run_1/met1.png
Scale bar: 20 um. Supply wires on this layer in grey.
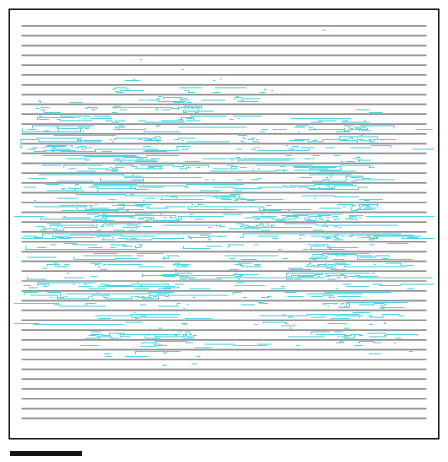
run_1/met2.png
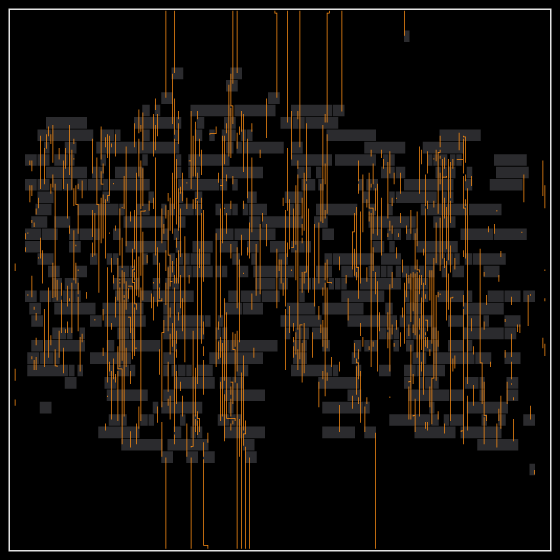
run_1/met3.png
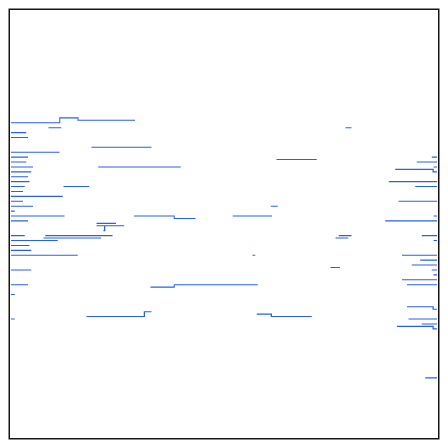
<file path="config.mk">
export PLATFORM = sky130hd
export DESIGN_NAME = instruction_fetch_unit
export DESIGN_NICKNAME = d
export VERILOG_FILES = /design/src/rtl/fetch_pkg.sv /design/src/rtl/instruction_fetch_unit.sv
export SDC_FILE = /design/constraint.sdc
export NUM_CORES = 1
export LEC_CHECK = 0
export ABC_AREA = 1
export CORE_MARGIN = 3
export CORE_UTILIZATION = 24
export DETAILED_ROUTE_END_ITERATION = 10
export PLACE_DENSITY = 0.51
export SETUP_SLACK_MARGIN = 0.2
export SLEW_MARGIN = 5
export SYNTH_ARGS = -nofsm -noshare
export SYNTH_HDL_FRONTEND = slang
export SYNTH_SLANG_ARGS = --single-unit
export TNS_END_PERCENT = 1
</file>
<file path="constraint.sdc">
create_clock -name clk -period 2.3 [get_ports clk]
set_input_delay 0.46 -clock clk [delete_from_list [all_inputs] [get_ports clk]]
set_output_delay 0.46 -clock clk [all_outputs]
set_load 0.1 [all_outputs]
</file>
<file path="src/rtl/fetch_pkg.sv">
// Shared types and constants for the byte-serial instruction fetch stage.
package fetch_pkg;

    typedef enum logic [1:0] {
        FETCH = 2'd0,
        HOLD  = 2'd1,
        HALT  = 2'd2
    } fetch_state_t;

    localparam int          BYTES_PER_WORD = 4;
    localparam logic [31:0] NOP_WORD       = 32'h0000_0000;

endpackage

</file>
<file path="src/rtl/instruction_fetch_unit.sv">
// Fetch stage: reads a byte-wide instruction memory one byte per cycle, assembles
// little-endian 32-bit words, hands them off on valid/ready and halts after a run of NOPs.
module instruction_fetch_unit
    import fetch_pkg::*;
#(
    parameter int                ADDR_W    = 8,
    parameter int                NOP_LIMIT = 3,
    parameter logic [ADDR_W-1:0] RESET_PC  = '0
) (
    input  logic              clk,
    input  logic              reset,
    output logic [ADDR_W-1:0] imem_addr,
    input  logic [7:0]        imem_rdata,
    input  logic              redirect_valid,
    input  logic [ADDR_W-1:0] redirect_pc,
    output logic [31:0]       instr,
    output logic [ADDR_W-1:0] instr_pc,
    output logic              instr_valid,
    input  logic              instr_ready,
    output logic              halted
);

    localparam int NOP_W  = $clog2(NOP_LIMIT + 1);
    localparam int LANE_W = $clog2(BYTES_PER_WORD);
    localparam logic [LANE_W-1:0] LAST_LANE = LANE_W'(BYTES_PER_WORD - 1);

    // Handshake contract: a word transfers on any edge where instr_valid & instr_ready;
    // instr/instr_pc/instr_valid stay frozen while instr_valid is high and ready is low,
    // and instr_ready is ignored while instr_valid is low.

    fetch_state_t      state;
    logic [ADDR_W-1:0] pc;
    logic [ADDR_W-1:0] halt_addr;
    logic [LANE_W-1:0] byte_cnt;
    logic [NOP_W-1:0]  nop_cnt;
    logic [NOP_W-1:0]  nop_next;
    logic              handshake;

    assign handshake = instr_valid & instr_ready;

    always_comb begin
        nop_next = '0;
        if (instr == NOP_WORD) begin
            nop_next = nop_cnt + 1'b1;
        end
    end

    // HALT freezes the address that was on the bus when the last word was consumed.
    always_comb begin
        imem_addr = halt_addr;
        case (state)
            FETCH:   imem_addr = pc + ADDR_W'(byte_cnt);
            HOLD:    imem_addr = pc + ADDR_W'(BYTES_PER_WORD - 1);
            default: imem_addr = halt_addr;
        endcase
    end

    always_ff @(posedge clk or negedge reset) begin
        if (!reset) begin
            state       <= FETCH;
            pc          <= RESET_PC;
            halt_addr   <= RESET_PC;
            byte_cnt    <= '0;
            nop_cnt     <= '0;
            instr       <= '0;
            instr_pc    <= '0;
            instr_valid <= 1'b0;
            halted      <= 1'b0;
        end else if (state != HALT) begin
            if (redirect_valid) begin
                // Redirect wins over any coincident byte capture or handshake.
                pc          <= redirect_pc & {{(ADDR_W-2){1'b1}}, 2'b00};
                byte_cnt    <= '0;
                instr_valid <= 1'b0;
                nop_cnt     <= '0;
                state       <= FETCH;
            end else if (state == FETCH) begin
                instr[{byte_cnt, 3'b000} +: 8] <= imem_rdata;
                if (byte_cnt == LAST_LANE) begin
                    byte_cnt    <= '0;
                    instr_pc    <= pc;
                    instr_valid <= 1'b1;
                    state       <= HOLD;
                end else begin
                    byte_cnt <= byte_cnt + 1'b1;
                end
            end else if (handshake) begin
                pc          <= pc + ADDR_W'(BYTES_PER_WORD);
                instr_valid <= 1'b0;
                nop_cnt     <= nop_next;
                if (nop_next == NOP_W'(NOP_LIMIT)) begin
                    state     <= HALT;
                    halted    <= 1'b1;
                    halt_addr <= imem_addr;
                end else begin
                    state <= FETCH;
                end
            end
        end
    end

endmodule

</file>
==> flow_metrics.tcl, run 1 <==
# place-and-route summary
set metrics [dict create \
    outcome "complete, no violations" \
    antennaDiodeCount 0 \
    area_growth_pct 39.1 \
    warnings 35 \
    ant_nets 0 \
    dp_hpwl_mm 6.47 \
    finalCritPeriodShare 0.869 \
    setup_viol 0 \
    clk_pin_slew_ns 0.05 \
    fmax_mhz 500 \
    yosys-stat-cells 356 \
    fp.dieW_um 119 \
    worstMarginPinSlew_ns 0.505 \
    slowest_delay_ns 0.41 \
    path_cells "inv_2, o21ai_0, ha_1, nand2_1, nand2_2, buf_12" \
    fillerInstances 1318 \
    drive_gt1_frac 0.268 \
    h-tree-depth 3 \
    slowest_stage "dfrtp_2" \
    cts_buffer_depth 2 \
    rsz0062_at_grt "yes" \
    reg2reg_depth 5 \
    fp_util 0.249 \
    synthCells 356 \
    setup_ws_ns 0.301 \
    cts.sinks 59 \
    netlist_area_um2 3050 \
    fin_skew_ns 0.00620 \
    grt_antenna_before_repair 0 \
    first_iter_violations 186 \
    postPlaceCellArea_um2 3870 \
    seq_area_um2 1480 \
    grt_usage 0.126 \
    core_um2 12200 \
    vias_per_cell 4.35 \
    max_cap_viol_count 0 \
    postCtsHoldBufs 0 \
    stdcell_area_um2 4240 \
    io_pins 70 \
    wire_per_inst_um 13.9 \
    drv_slew 0 \
    flop_cell "dfrtp_1" \
    cts_tree "built" \
    drc_errors 0 \
    cts_made_buffers 9 \
    yosysWarnings 0 \
    endpoint_kind "output port" \
    hold_path.class "in2async" \
    routabilityCongestion 0.807 \
    portBuffers 65 \
    path_class "reg2out" \
    clkLatencyLatePin_ns 0.33 \
    final-hold-violation-count 0 \
    timing.slew.headroom 0.663 \
    fin_crit_ns 2.00 \
    grt_pass1_vias 2691 \
    dpl.cell_count 587 \
    dieArea_um2 14100 \
    die_h_um 119 \
    ys.flops 59 \
    row_count 40 \
    cts-root-buf "clkbuf_16" \
    num-nets-final 463 \
    async_flop_share 1.00 \
    syn_avg_cell_area_um2 8.55 \
    yosys_area_um2 3050 \
    ys_seq_frac 0.485 \
    utilization 0.347 \
    cp.arrival_ns 1.54 \
    grt_pass1_wl_mm 13.9 \
    synth.distinct_cells 34 \
    start_kind "flip-flop" \
    dr.pass1.iters 5 \
    fin_cells 608 \
    grt.overflow.total 0 \
    required_ns 1.84 \
    combGateArea_um2 1390 \
    edf_count 0 \
    crit_path_max_fanout 4 \
    post-place-ws_ns 0.307 \
    grt_max_degree 24 \
]
-- met1.png (at the start) --
longest straight run: 43.7 um
share of all routed wire: 46%
wire length on this layer: 3,870 um
nets with wire on the layer: 391
met1 Resource Use GR: 0.167
Detailed Route WL: 8.46 mm
Vias: 2,645

-- met2.png (at the start) --
nets with wire on the layer: 363
main direction: vertical
Global Route met2 Usage: 0.195

-- met3.png (at the start) --
main direction: horizontal
nets with wire on the layer: 61
wire length on this layer: 545 um
share of all routed wire: 6.4%
longest straight run: 23.0 um

[run 1: flip-flops by register name, indices dropped and copies added, names as in the netlist]
| register | cells |
|---|---|
| instr | 32 |
| halt_addr | 8 |
| byte_cnt | 2 |
| instr_pc | 6 |
| halted | 1 |
| nop_cnt | 2 |
| pc | 6 |
| state | 2 |
[run 1: logic make-up (layout without fill, tap and decap cells)]
family          after synthesis  after routing  synth area share
xor+xnor                      4              4            0.0115
mux                           1              1           0.00329
fa+ha+maj                     8              8            0.0329
flops                        59             59             0.485
buf+inv                      37            119            0.0624
compound gates               63             63             0.136
simple gates                183            183             0.268
other cells                   1              3           0.00123
[run 1: cell usage after synthesis (all sizes together) (2+ instances only)]
master,n,area [um2]
nand2,115,462
dfrtp,59,1480
o21ai,42,270
nor2,32,143
nand3,26,143
inv,25,96.3
o31ai,12,90.1
buf,10,86.3
ha,8,100
nand4,7,43.8
a21oi,5,25.0
xnor2,3,26.3
nor3,2,20.0
[run 1: metal layers]
metal | GRT usage | part of all wire | vias up
li1 | - | - | 1324
met1 | 0.167 | 0.46 | 1226
met2 | 0.195 | 0.46 | 84
met3 | 0.0383 | 0.064 | 11
met4 | 0.0391 | 0.013 | 0
met5 | 0 | 0 | -
[run 1: cell usage in the layout, fill, tap and decap left out, drive strengths merged, types with 8 or more instances in the layout]
cell	instances
buf	61
clkbuf	11
clkdlybuf4s50	16
dfrtp	59
ha	8
inv	25
nand2	115
nand3	26
nor2	32
o21ai	42
o31ai	12
[run 1: metrics by stage]
stage / TNS (ns) / hold slack (ns)
after global placement: 0 / 0.359
final: 0 / 0.00988
after CTS: 0 / 0.0126
after detailed placement: 0 / 0.361
after global routing: 0 / 0.0293
after floorplan: -0.435 / 0.164
[run 1: final cells by class]
cell class                 instances  share of cell area
sequential                        59               0.349
multi-input combinational        262               0.329
timing repair buffer              77               0.172
clock buffer                      11              0.0597
tap                              168              0.0496
inverter                          26              0.0236
clock inverter                     5              0.0177
[run 1: repair_timing]
action	CTS	global route
buffers inserted	1	4
gates resized	3	1
pin swaps	0	1
setup endpoints to repair	1	2
[run 1: path summary, 6_finish.rpt]
path | from | to | slack [ns]
worst min register to register | halted | halted | 0.46
worst max-delay path | state[0] | imem_addr[1] | 0.30
min in group clk | halted | halted | 0.46
worst max register to register | byte_cnt[0] | instr[3] | 0.46
worst min-delay path | reset | instr_pc[2] | 0.01
max in group asynchronous | reset | halted | 1.77
[run 1: worst max-delay path, delay by kind of cell, from the launching register on]
family          cells  cell delay [ns]
flops               1             0.41
fa+ha+maj           1             0.29
buf+inv             2             0.25
simple gates        2             0.16
compound gates      1             0.09
--- run 2 (diff from run 1) ---
Settings changed: HOLD_SLACK_MARGIN set to 0.1, PLACE_DENSITY 0.51 to 0.41, RECOVER_POWER set to 25.
run_2/met3.png
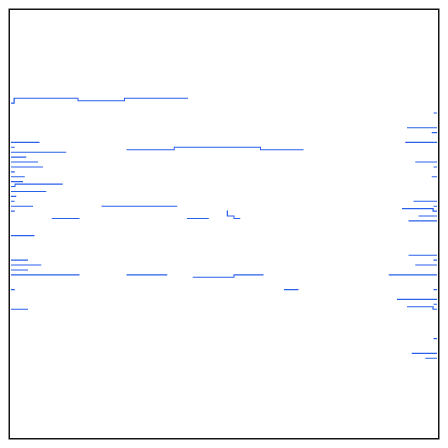
main direction: horizontal
share of all routed wire: 4.8%
longest straight run: 23.9 um
wire length on this layer: 419 um
GRT met3 Usage: 0.0383
Vias: 2,583
Detailed Route WL: 8.80 mm

run_2/met1.png
Scale bar: 20 um. Supply wires on this layer in grey.
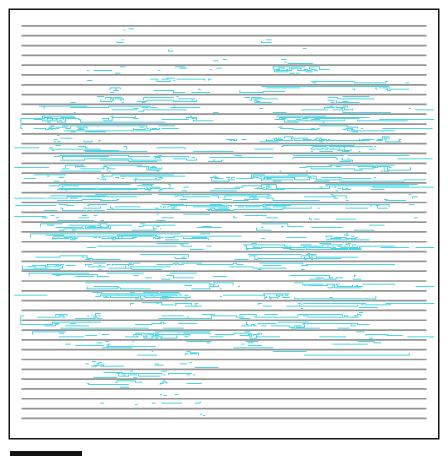
nets with wire on the layer: 388
wire length on this layer: 4,200 um
longest straight run: 35.4 um
main direction: horizontal

==> run 2 against run 1 <==
  * Global-route usage rose by 0.53 points
  * Largest cell class unchanged
  * Die area unchanged
  * Synthesized area stayed put
  * Register-to-register slack about the same
  * Fmax is 2.0% lower
  * Clock skew grew 0.0019 ns
  * Critical path type unchanged
  * Setup slack worse by 0.041 ns
  * First-iteration DRC count fell by 19%
==> flow_metrics.tcl, run 2 <==
# place-and-route summary
set metrics [dict create \
    cts-root-buf "clkbuf_16" \
    mostFrequentLayoutCell "nand2_1" \
    grt_max_degree 41 \
    final-hold-violation-count 0 \
    yosys_area_um2 3050 \
    r2r_slack_ns 0.47 \
    holdPathEnd "halted" \
    synth.distinct_cells 34 \
    grt_antenna_before_repair 0 \
    rr_startpoint "byte_cnt[0]" \
    reg2reg_to "instr[0]" \
    fp_util 0.249 \
    slowest_stage "dfrtp_2" \
    grt_pass1_wl_mm 14.4 \
    die_h_um 119 \
    top_layer "met4" \
    h-tree-depth 3 \
    clkLatencyLatePin_ns 0.32 \
    yosysWarnings 0 \
    portBuffers 65 \
    path_cells "inv_2, o21ai_0, ha_1, nand2_1, nand2_2, buf_12" \
    postPlaceCellArea_um2 3860 \
    drv_slew 0 \
    cts_tree "built" \
    reg2reg_depth 5 \
    max_cap_viol_count 0 \
    row_count 40 \
    start_kind "flip-flop" \
    core_um2 12200 \
    postCtsHoldBufs 0 \
    top_regs "instr (32), halt_addr (8)" \
    async_flop_share 1.00 \
    slowest_delay_ns 0.42 \
    num-nets-final 461 \
    grt.overflow.total 0 \
    edf_count 0 \
    dieArea_um2 14100 \
    endpoint_kind "output port" \
    fin_crit_ns 2.04 \
    crit_path_max_fanout 4 \
    post-place-ws_ns 0.343 \
    rsz0062_at_grt "yes" \
    met3_length_um 418 \
    path_class "reg2out" \
    dr.pass1.iters 4 \
    outcome "complete, no violations" \
    utilization 0.340 \
    setup_viol 0 \
    wl_met2_mm 4.13 \
    stdcell_area_um2 4160 \
    syn_avg_cell_area_um2 8.55 \
    cpLargestDelayFamily "flip-flops" \
    ys_seq_frac 0.485 \
    largest_reg_flops 32 \
    synthCells 356 \
    drive_gt1_frac 0.255 \
    lay_top_cells "nand2_1 (108), dfrtp_1 (58), buf_4 (48)" \
    top_cell "nand2_1" \
    hold_path.class "reg2reg" \
    fp.dieW_um 119 \
    timing.slew.headroom 0.239 \
    io_pins 70 \
    warnings 35 \
    setup_ws_ns 0.259 \
    drc_errors 0 \
    routabilityCongestion 0.743 \
    netlist_area_um2 3050 \
    cts_made_buffers 9 \
    largest_area_cell "dfrtp_1" \
]
[run 2: cell counts after synthesis]
No cell type changed its count.
[run 2: per-stage QoR]
step,cells,setup TNS [ns]
final,604,0
after CTS,602,0
after global routing,604,0
after floorplan,358,-0.435
after global placement,587,0
after detailed placement,587,0
[run 2: how the worst max path moves through the flow]
| stage | end | depth (start not counted) |
|---|---|---|
| 2_1_floorplan | imem_addr[3] | 2 |
| 3_3_place_gp | halt_addr[0] | 9 |
| 3_5_place_dp | halt_addr[2] | 9 |
| 4_1_cts | imem_addr[1] | 6 |
| 5_1_grt | imem_addr[1] | 6 |
| 6_report | imem_addr[1] | 6 |
[run 2: cell type report]
class / instances / area, um2
sequential: 59 / 1480
clock inverter: 3 / 40.0
tap: 168 / 210
clock buffer: 11 / 243
multi-input combinational: 262 / 1390
timing repair buffer: 75 / 693
fill: 1316 / 8060
inverter: 26 / 100
[run 2: repair_timing]
action                                 in CTS  in global routing
setup endpoints to repair                   1                  3
endpoints found under the hold margin       0                  0
resized                                     3                  1
buffers inserted                            1                  2
[run 2: cell families (layout without fill, tap and decap cells)]
family / count (synthesis) / count (layout) / synth area share
adders and majority gates: 8 / 8 / 0.0329
muxes: 1 / 1 / 0.00329
other: 1 / 3 / 0.00123
AOI/OAI and AO/OA: 63 / 63 / 0.136
DFF: 59 / 59 / 0.485
xor gates and xnor gates: 4 / 4 / 0.0115
buffers and inverters: 37 / 115 / 0.0624
and+or+nand+nor: 183 / 183 / 0.268
[run 2: routing by layer]
metal,GRT usage,vias up
li1,-,1319
met1,0.180,1196
met2,0.204,64
met3,0.0383,4
met4,0.0304,0
met5,0,-
[run 2: worst min-delay path: stages (launching register included)]
cell     delay, ns
dfrtp_1       0.33
inv_1         0.04
nand2_1       0.05
